**Run 1: zoomed window**

The bar under the picture is 5 um long. Region (11, 20) to (31, 40) um. Cells in grey, sequential cells in the stronger grey; small squares are vias.
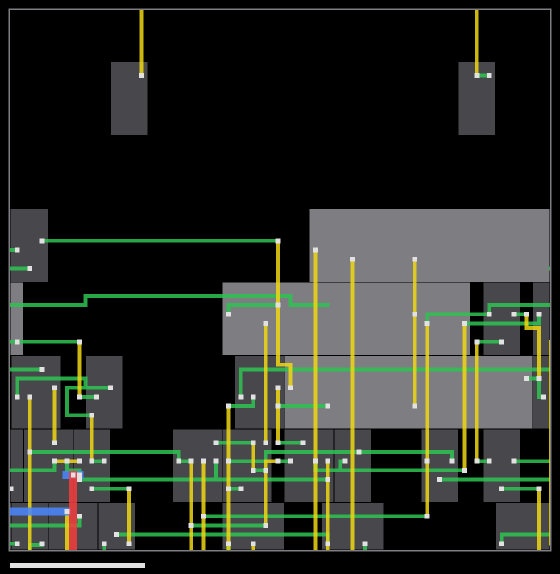
**Run 1: metal layers overlaid**

The bar under the picture is 10 um long.
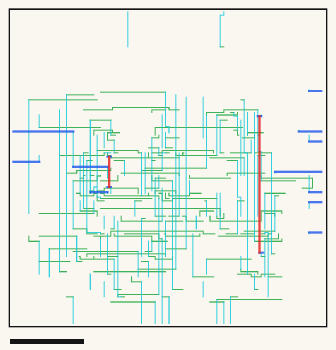
**Run 1: logic cells by family**

The bar under the picture is 10 um long.
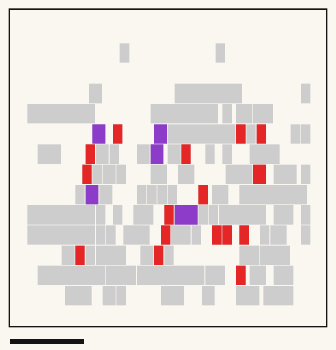
File: src/rtl/distinct_window_detector_pkg.sv
// Shared constants for the distinct-window detector: colour codes, default
// symbol geometry and a ceiling-log2 helper used to size the len port.
package distinct_window_detector_pkg;

    localparam logic [1:0] COL_G = 2'd0;
    localparam logic [1:0] COL_B = 2'd1;
    localparam logic [1:0] COL_R = 2'd2;

    localparam int SYM_W_DEF   = 32'sd2;
    localparam int NUM_SYM_DEF = 32'sd3;

    function automatic int clog2_f(input int value);
        int r;
        int v;
        r = 32'sd0;
        v = value - 32'sd1;
        while (v > 32'sd0) begin
            r = r + 32'sd1;
            v = v >>> 32'sd1;
        end
        return (r < 32'sd1) ? 32'sd1 : r;
    endfunction

endpackage

File: src/rtl/distinct_window_detector_sym_hist_sreg.sv
// History shift register of the last DEPTH accepted symbols; entry 1 (newest)
// sits in the least significant SYM_W bits of hist_flat.
module sym_hist_sreg #(
    parameter int DEPTH = 2,
    parameter int SYM_W = 2
) (
    input  logic                   clk,
    input  logic                   rst_n,
    input  logic                   clr,
    input  logic                   shift_en,
    input  logic [SYM_W-1:0]       sym_in,
    output logic [DEPTH*SYM_W-1:0] hist_flat
);

    logic [DEPTH*SYM_W-1:0] hist_q;
    logic [DEPTH*SYM_W-1:0] hist_d;
    logic [DEPTH*SYM_W-1:0] shifted_s;

    if (DEPTH == 1) begin : g_single
        assign shifted_s = sym_in;
    end else begin : g_multi
        assign shifted_s = {hist_q[(DEPTH-1)*SYM_W-1:0], sym_in};
    end

    // Next-state: clear wins over shift, otherwise hold
    always_comb begin
        hist_d = hist_q;
        if (clr) begin
            hist_d = '0;
        end else if (shift_en) begin
            hist_d = shifted_s;
        end else begin
            hist_d = hist_q;
        end
    end

    // History storage
    always_ff @(posedge clk or negedge rst_n) begin
        if (!rst_n) begin
            hist_q <= '0;
        end else begin
            hist_q <= hist_d;
        end
    end

    assign hist_flat = hist_q;

endmodule

File: src/rtl/distinct_window_detector.sv
// Detects WIN pairwise-distinct symbols in a row. Optional saturating hit
// counter built only when DISTINCT_DET_HIT_CNT_EN is defined.
module distinct_window_detector
    import distinct_window_detector_pkg::*;
#(
    parameter  int SYM_W   = SYM_W_DEF,
    parameter  int NUM_SYM = NUM_SYM_DEF,
    parameter  int WIN     = 3,
    parameter  int CNT_W   = 8,
    localparam int LEN_W   = clog2_f(WIN + 1)
) (
    input  logic             clk,
    input  logic             rst_n,
    input  logic             in_valid,
    input  logic [SYM_W-1:0] in_sym,
    input  logic             overlap_en,
    input  logic             clr,
    output logic             det,
    output logic             err,
    output logic [LEN_W-1:0] len,
    output logic [CNT_W-1:0] hit_cnt
);

    if ((WIN < 2) || (WIN > NUM_SYM)) begin : g_bad_win
        $error("distinct_window_detector: WIN must satisfy 2 <= WIN <= NUM_SYM");
    end

    localparam int               HD        = WIN - 1;
    localparam logic [LEN_W-1:0] WIN_L     = LEN_W'(WIN);
    localparam logic [LEN_W-1:0] HD_L      = LEN_W'(WIN - 1);
    localparam logic [SYM_W:0]   NUM_SYM_L = (SYM_W + 1)'(NUM_SYM);

    logic [LEN_W-1:0]    len_q, len_d;
    logic                det_q, det_d;
    logic                err_q, err_d;
    logic                shift_en_s;
    logic                sym_legal_s;
    logic [LEN_W-1:0]    lp_s;
    logic [LEN_W-1:0]    d_s;
    logic [HD*SYM_W-1:0] hist_flat_s;
    logic [SYM_W-1:0]    hist_s [1:HD];

    sym_hist_sreg #(
        .DEPTH (HD),
        .SYM_W (SYM_W)
    ) u_hist (
        .clk       (clk),
        .rst_n     (rst_n),
        .clr       (clr),
        .shift_en  (shift_en_s),
        .sym_in    (in_sym),
        .hist_flat (hist_flat_s)
    );

    for (genvar g = 1; g <= HD; g++) begin : g_unpack
        assign hist_s[g] = hist_flat_s[(g-1)*SYM_W +: SYM_W];
    end

    assign sym_legal_s = ({1'b0, in_sym} < NUM_SYM_L);

    // Nearest earlier copy of in_sym within the still-distinct suffix sets the new length
    always_comb begin
        if (!overlap_en && (len_q == WIN_L)) begin
            lp_s = '0;
        end else if (len_q > HD_L) begin
            lp_s = HD_L;
        end else begin
            lp_s = len_q;
        end
        d_s = lp_s + LEN_W'(1);
        for (int i = HD; i >= 32'sd1; i--) begin
            d_s = ((LEN_W'(i) <= lp_s) && (hist_s[i] == in_sym)) ? LEN_W'(i) : d_s;
        end
    end

    // Length / error next-state with clr priority over the accepted beat
    always_comb begin
        len_d      = len_q;
        err_d      = 1'b0;
        shift_en_s = 1'b0;
        if (clr) begin
            len_d = '0;
        end else if (in_valid) begin
            if (sym_legal_s) begin
                len_d      = d_s;
                shift_en_s = 1'b1;
            end else begin
                len_d = '0;
                err_d = 1'b1;
            end
        end else begin
            len_d = len_q;
        end
        det_d = (len_d == WIN_L);
    end

    // Registered state and outputs
    always_ff @(posedge clk or negedge rst_n) begin
        if (!rst_n) begin
            len_q <= '0;
            det_q <= 1'b0;
            err_q <= 1'b0;
        end else begin
            len_q <= len_d;
            det_q <= det_d;
            err_q <= err_d;
        end
    end

    assign len = len_q;
    assign det = det_q;
    assign err = err_q;

`ifdef DISTINCT_DET_HIT_CNT_EN
    logic [CNT_W-1:0] hit_q, hit_d;

    // Saturating count of beats that complete a window
    always_comb begin
        hit_d = hit_q;
        if (clr) begin
            hit_d = '0;
        end else if (in_valid && sym_legal_s && (d_s == WIN_L) && (hit_q != {CNT_W{1'b1}})) begin
            hit_d = hit_q + CNT_W'(1);
        end else begin
            hit_d = hit_q;
        end
    end

    // Hit counter storage
    always_ff @(posedge clk or negedge rst_n) begin
        if (!rst_n) begin
            hit_q <= '0;
        end else begin
            hit_q <= hit_d;
        end
    end

    assign hit_cnt = hit_q;
`else
    assign hit_cnt = '0;
`endif

endmodule

File: config.mk
export PLATFORM = sky130hd
export DESIGN_NAME = distinct_window_detector
export DESIGN_NICKNAME = d
export VERILOG_FILES = /design/src/rtl/distinct_window_detector_pkg.sv /design/src/rtl/distinct_window_detector_sym_hist_sreg.sv /design/src/rtl/distinct_window_detector.sv
export SDC_FILE = /design/constraint.sdc
export NUM_CORES = 1
export LEC_CHECK = 0
export ABC_AREA = 1
export CORE_MARGIN = 2
export CORE_UTILIZATION = 35
export CTS_BUF_LIST = sky130_fd_sc_hd__clkbuf_2
export DETAILED_ROUTE_END_ITERATION = 6
export PLACE_DENSITY = 0.74
export SETUP_SLACK_MARGIN = 0.3
export SLEW_MARGIN = 20
export SYNTH_ARGS = -nofsm -noshare
export SYNTH_HDL_FRONTEND = slang
export SYNTH_SLANG_ARGS = --single-unit
File: constraint.sdc
create_clock -name clk -period 1.4 [get_ports clk]
set_clock_uncertainty 0.2 [all_clocks]
set_input_delay 0.28 -clock clk [delete_from_list [all_inputs] [get_ports clk]]
set_output_delay 0.28 -clock clk [all_outputs]
set_load 0.01 [all_outputs]
==> flow_metrics.env, run 1 <==
# source this file to load flow results
export IMPL_drtIter0Drc=16
export IMPL_vias=486
export IMPL_utilization_pct=54.0
export IMPL_leakage_nw=0.401
export IMPL_finalSetupViolCount=3
export IMPL_final_cells=112
export IMPL_setup_ws_ps=-242
export IMPL_holdWs_ps=99.3
export IMPL_grt_util_all_layers_pct=13.9
export IMPL_clk_insertion_delay_late_ps=240
export IMPL_violations="setup timing"
export IMPL_wire_per_inst_um=10.0
export IMPL_port_buffers=10
export IMPL_combPwrFrac_pct=28.0
export IMPL_seq_power_mw=0.248
export IMPL_final_antenna_net_count=0
export IMPL_cts_tree="done"
export IMPL_core_mm2=0.00135
export IMPL_yosysCellCount=75
export IMPL_status="complete, but fails checks"
export IMPL_syn_area_per_cell_um2=6.92
## Picture notes: 'zoomed window'
Green marks met1. Red marks met4. Blue marks met3. Yellow marks met2.
Netlist names of flops here include u_hist.hist_flat (2), len (1). Sequential cells in the window: 3. Most frequent: nand2_1 (6). 24 logic cells have their middle in the window.

## Picture notes: 'metal layers overlaid'
Red marks met4, wire length 22.4 um. Blue marks met3, wire length 36.6 um. Green marks met1, wire length 515 um. Cyan marks met2, wire length 547 um.

## Picture notes: 'logic cells by family'
Purple marks inverting AOI/OAI gates, cells 5, most used o21ai_1, where centre. Red marks inverters, cells 16, most used inv_1.

[run 1: final timing paths]
path / startpoint / end / slack (ps)
setup / recovery: len[0] / len[0] / -240
hold / removal: rst_n / err / 100
setup reg to reg: len[0] / len[0] / -240
hold reg to reg: u_hist.hist_flat[2] / u_hist.hist_flat[2] / 350
max in group asynchronous: rst_n / u_hist.hist_flat[2] / 630
min in group clk: in_sym[1] / u_hist.hist_flat[1] / 310
[run 1: per-layer routing]
metal  track usage (%)  share of wire, %  up-vias
met4              7.50               2.0        0
met2              22.8                49       17
met5                 0                 0        -
li1                  -                 -      254
met3              1.29               3.2        4
met1              17.8                46      211
[run 1: area by class of cell]
cell class,count,share of cell area [%]
clock buffers,3,2.06
repair buffers,20,23.8
inverters,16,8.40
well taps,15,2.57
flip-flops and latches,8,27.4
multi-input cells,50,35.7
[run 1: kinds of logic (layout without fill, tap and decap cells)]
kind of cell | Yosys count | after routing | synth area share [%]
AND/OR/NAND/NOR | 36 | 36 | 29.6
buffers and inverters | 24 | 39 | 23.1
flip-flops | 8 | 8 | 38.6
AND-OR/OR-AND | 5 | 5 | 5.54
adder cells (fa/ha/maj) | 1 | 1 | 2.41
other | 1 | 8 | 0.722
[run 1: synth_stat cells, drive strengths merged]
cell,instances,area (um2)
a21oi,1,8.76
nand3,6,35.0
nor3,1,5.00
o21ai,4,20.0
conb,1,3.75
ha,1,12.5
dfrtp,8,200
nand2,22,85.1
inv,15,56.3
buf,8,60.1
clkinv,1,3.75
nor2,7,28.8
[run 1: worst max-delay path, delay by kind of cell, from the launching register on]
| family | cells | cell delay (ps) |
|---|---|---|
| DFF | 1 | 410 |
| AOI/OAI and AO/OA | 1 | 150 |
| buffers and inverters | 4 | 370 |
| and+or+nand+nor | 6 | 410 |
--- run 2 (diff from run 1) ---
--- a/config.mk
+++ b/config.mk
@@ -6,7 +6,7 @@
 export NUM_CORES = 1
 export LEC_CHECK = 0
 export ABC_AREA = 1
-export CORE_MARGIN = 2
+export CORE_MARGIN = 5
 export CORE_UTILIZATION = 35
 export CTS_BUF_LIST = sky130_fd_sc_hd__clkbuf_2
 export DETAILED_ROUTE_END_ITERATION = 6
**Run 2: metal layers overlaid**

The bar under the picture is 10 um long.
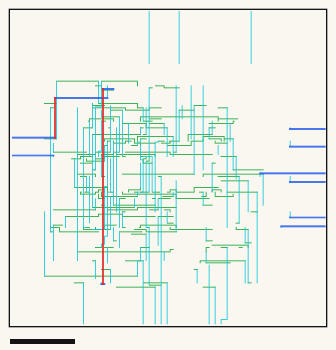
Red marks met4, wire length 36.0 um. Blue marks met3, wire length 60.3 um. Green marks met1, wire length 487 um. Cyan marks met2, wire length 610 um.

==> flow_metrics.env, run 2 <==
# source this file to load flow results
export IMPL_most_common_cell="nand2_1"
export IMPL_ys_area_um2=519
export IMPL_final_cells=111
export IMPL_top_area_share_pct=38.6
export IMPL_yosysCellCount=75
export IMPL_synthCells=75
export IMPL_top_area_cell="dfrtp_1"
export IMPL_leakage_nw=0.398
export IMPL_grt_pass1_wl_mm=1.97
export IMPL_critPathLaunchType="register"
export IMPL_fin_area_um2=729
export IMPL_violations="setup timing"
export IMPL_setup_ws_ps=-200
export IMPL_reg2reg_from="len[1]"
export IMPL_timing_rr_end="det"
export IMPL_cts_sinks=8
export IMPL_combPwrFrac_pct=29.3
export IMPL_fin_crit_sh_pct=114
export IMPL_edf_count=0
export IMPL_dp_slack_ps=-528
export IMPL_ys_flop_type="dfrtp_1"
export IMPL_drtIter0Drc=3
export IMPL_cts_tree="done"
export IMPL_finalSetupViolCount=4
export IMPL_core_mm2=0.00135
export IMPL_syn_area_per_cell_um2=6.92
export IMPL_wire_per_inst_um=10.7
export IMPL_worst_path_buf_inv=4
export IMPL_port_buffers=10
export IMPL_grt_util_all_layers_pct=10.9
export IMPL_path_delay_family="simple AND/OR/NAND/NOR gates"
export IMPL_antenna_found_initial=0
export IMPL_status="complete, but fails checks"
export IMPL_layout_drive_gt1_share_pct=37.5
export IMPL_utilization_pct=54.0
export IMPL_seq_power_mw=0.248
export IMPL_clkPwrFrac_pct=25.2
export IMPL_synthArstFlopShare_pct=100
export IMPL_top_cells_by_area="dfrtp_1 (39%), nand2_1 (15%), buf_4 (12%)"
export IMPL_crit_path_max_incr_delay_ps=380
export IMPL_clk_insertion_delay_late_ps=240
export IMPL_hold_violations=0
export IMPL_r2r_setup_slack_ps=-200
export IMPL_synthTopCellsByCount="nand2_1 (21), inv_1 (13), buf_4 (8), dfrtp_1 (8), nor2_1 (6)"
export IMPL_vias=478
export IMPL_holdWs_ps=114
export IMPL_final_antenna_net_count=0
**Run 2: logic cells by family**

The bar under the picture is 10 um long.
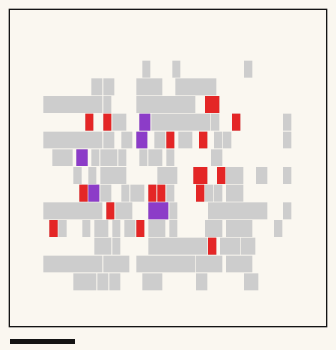
Purple marks inverting AOI/OAI gates, cells 5, most used o21ai_1, where centre. Red marks inverters, cells 16, most used inv_1, where centre.

==> run 2: cell count changes in the layout (fill, tap and decap cells not counted), sizes merged <==
cell,change
clkbuf,+1
clkinv,-1
inv,+1
clkdlybuf4s50,-1
buf,-1
==> run 2: how the worst max path moves through the flow <==
| stage | end | depth (start not counted) | slack [ps] | start |
|---|---|---|---|---|
| 3_5_place_dp | len[1] | 13 | -530 | overlap_en |
| 2_1_floorplan | det | 13 | -160 | len[0] |
| 6_report | det | 13 | -200 | len[1] |
| 3_3_place_gp | det | 13 | -510 | overlap_en |
| 5_1_grt | det | 13 | -310 | len[1] |
| 4_1_cts | len[1] | 13 | -190 | len[1] |
==> run 2: logic make-up (layout without fill, tap and decap cells) <==
logic type / after synthesis / after routing / synth area share [%]
buffers and inverters: 24 / 38 / 23.1
adders and majority gates: 1 / 1 / 2.41
other: 1 / 8 / 0.722
AOI/OAI and AO/OA: 5 / 5 / 5.54
DFF: 8 / 8 / 38.6
and+or+nand+nor: 36 / 36 / 29.6
==> run 2: layer usage <==
metal | vias up | part of all wire, % | GRT usage, %
met5 | - | 0 | 0
met3 | 4 | 5.0 | 3.06
met4 | 0 | 3.0 | 8.07
li1 | 250 | - | -
met2 | 10 | 51 | 16.3
met1 | 214 | 41 | 13.1
==> run 2: final cells by class <==
class	count	area, um2	share of cell area (%)
Multi-Input combinational cell	50	273	37.4
Sequential cell	8	200	27.4
Timing Repair Buffer	19	158	21.6
Inverter	16	65.1	8.92
Tap cell	15	18.8	2.57
Clock buffer	3	15.0	2.06
==> run 2: what timing repair did <==
item                       4_1_cts  5_1_grt
resized                         36        8
hold buffers                     0        0
pin swaps                        2        2
setup buffers                    2        0
setup endpoints to repair       12       11
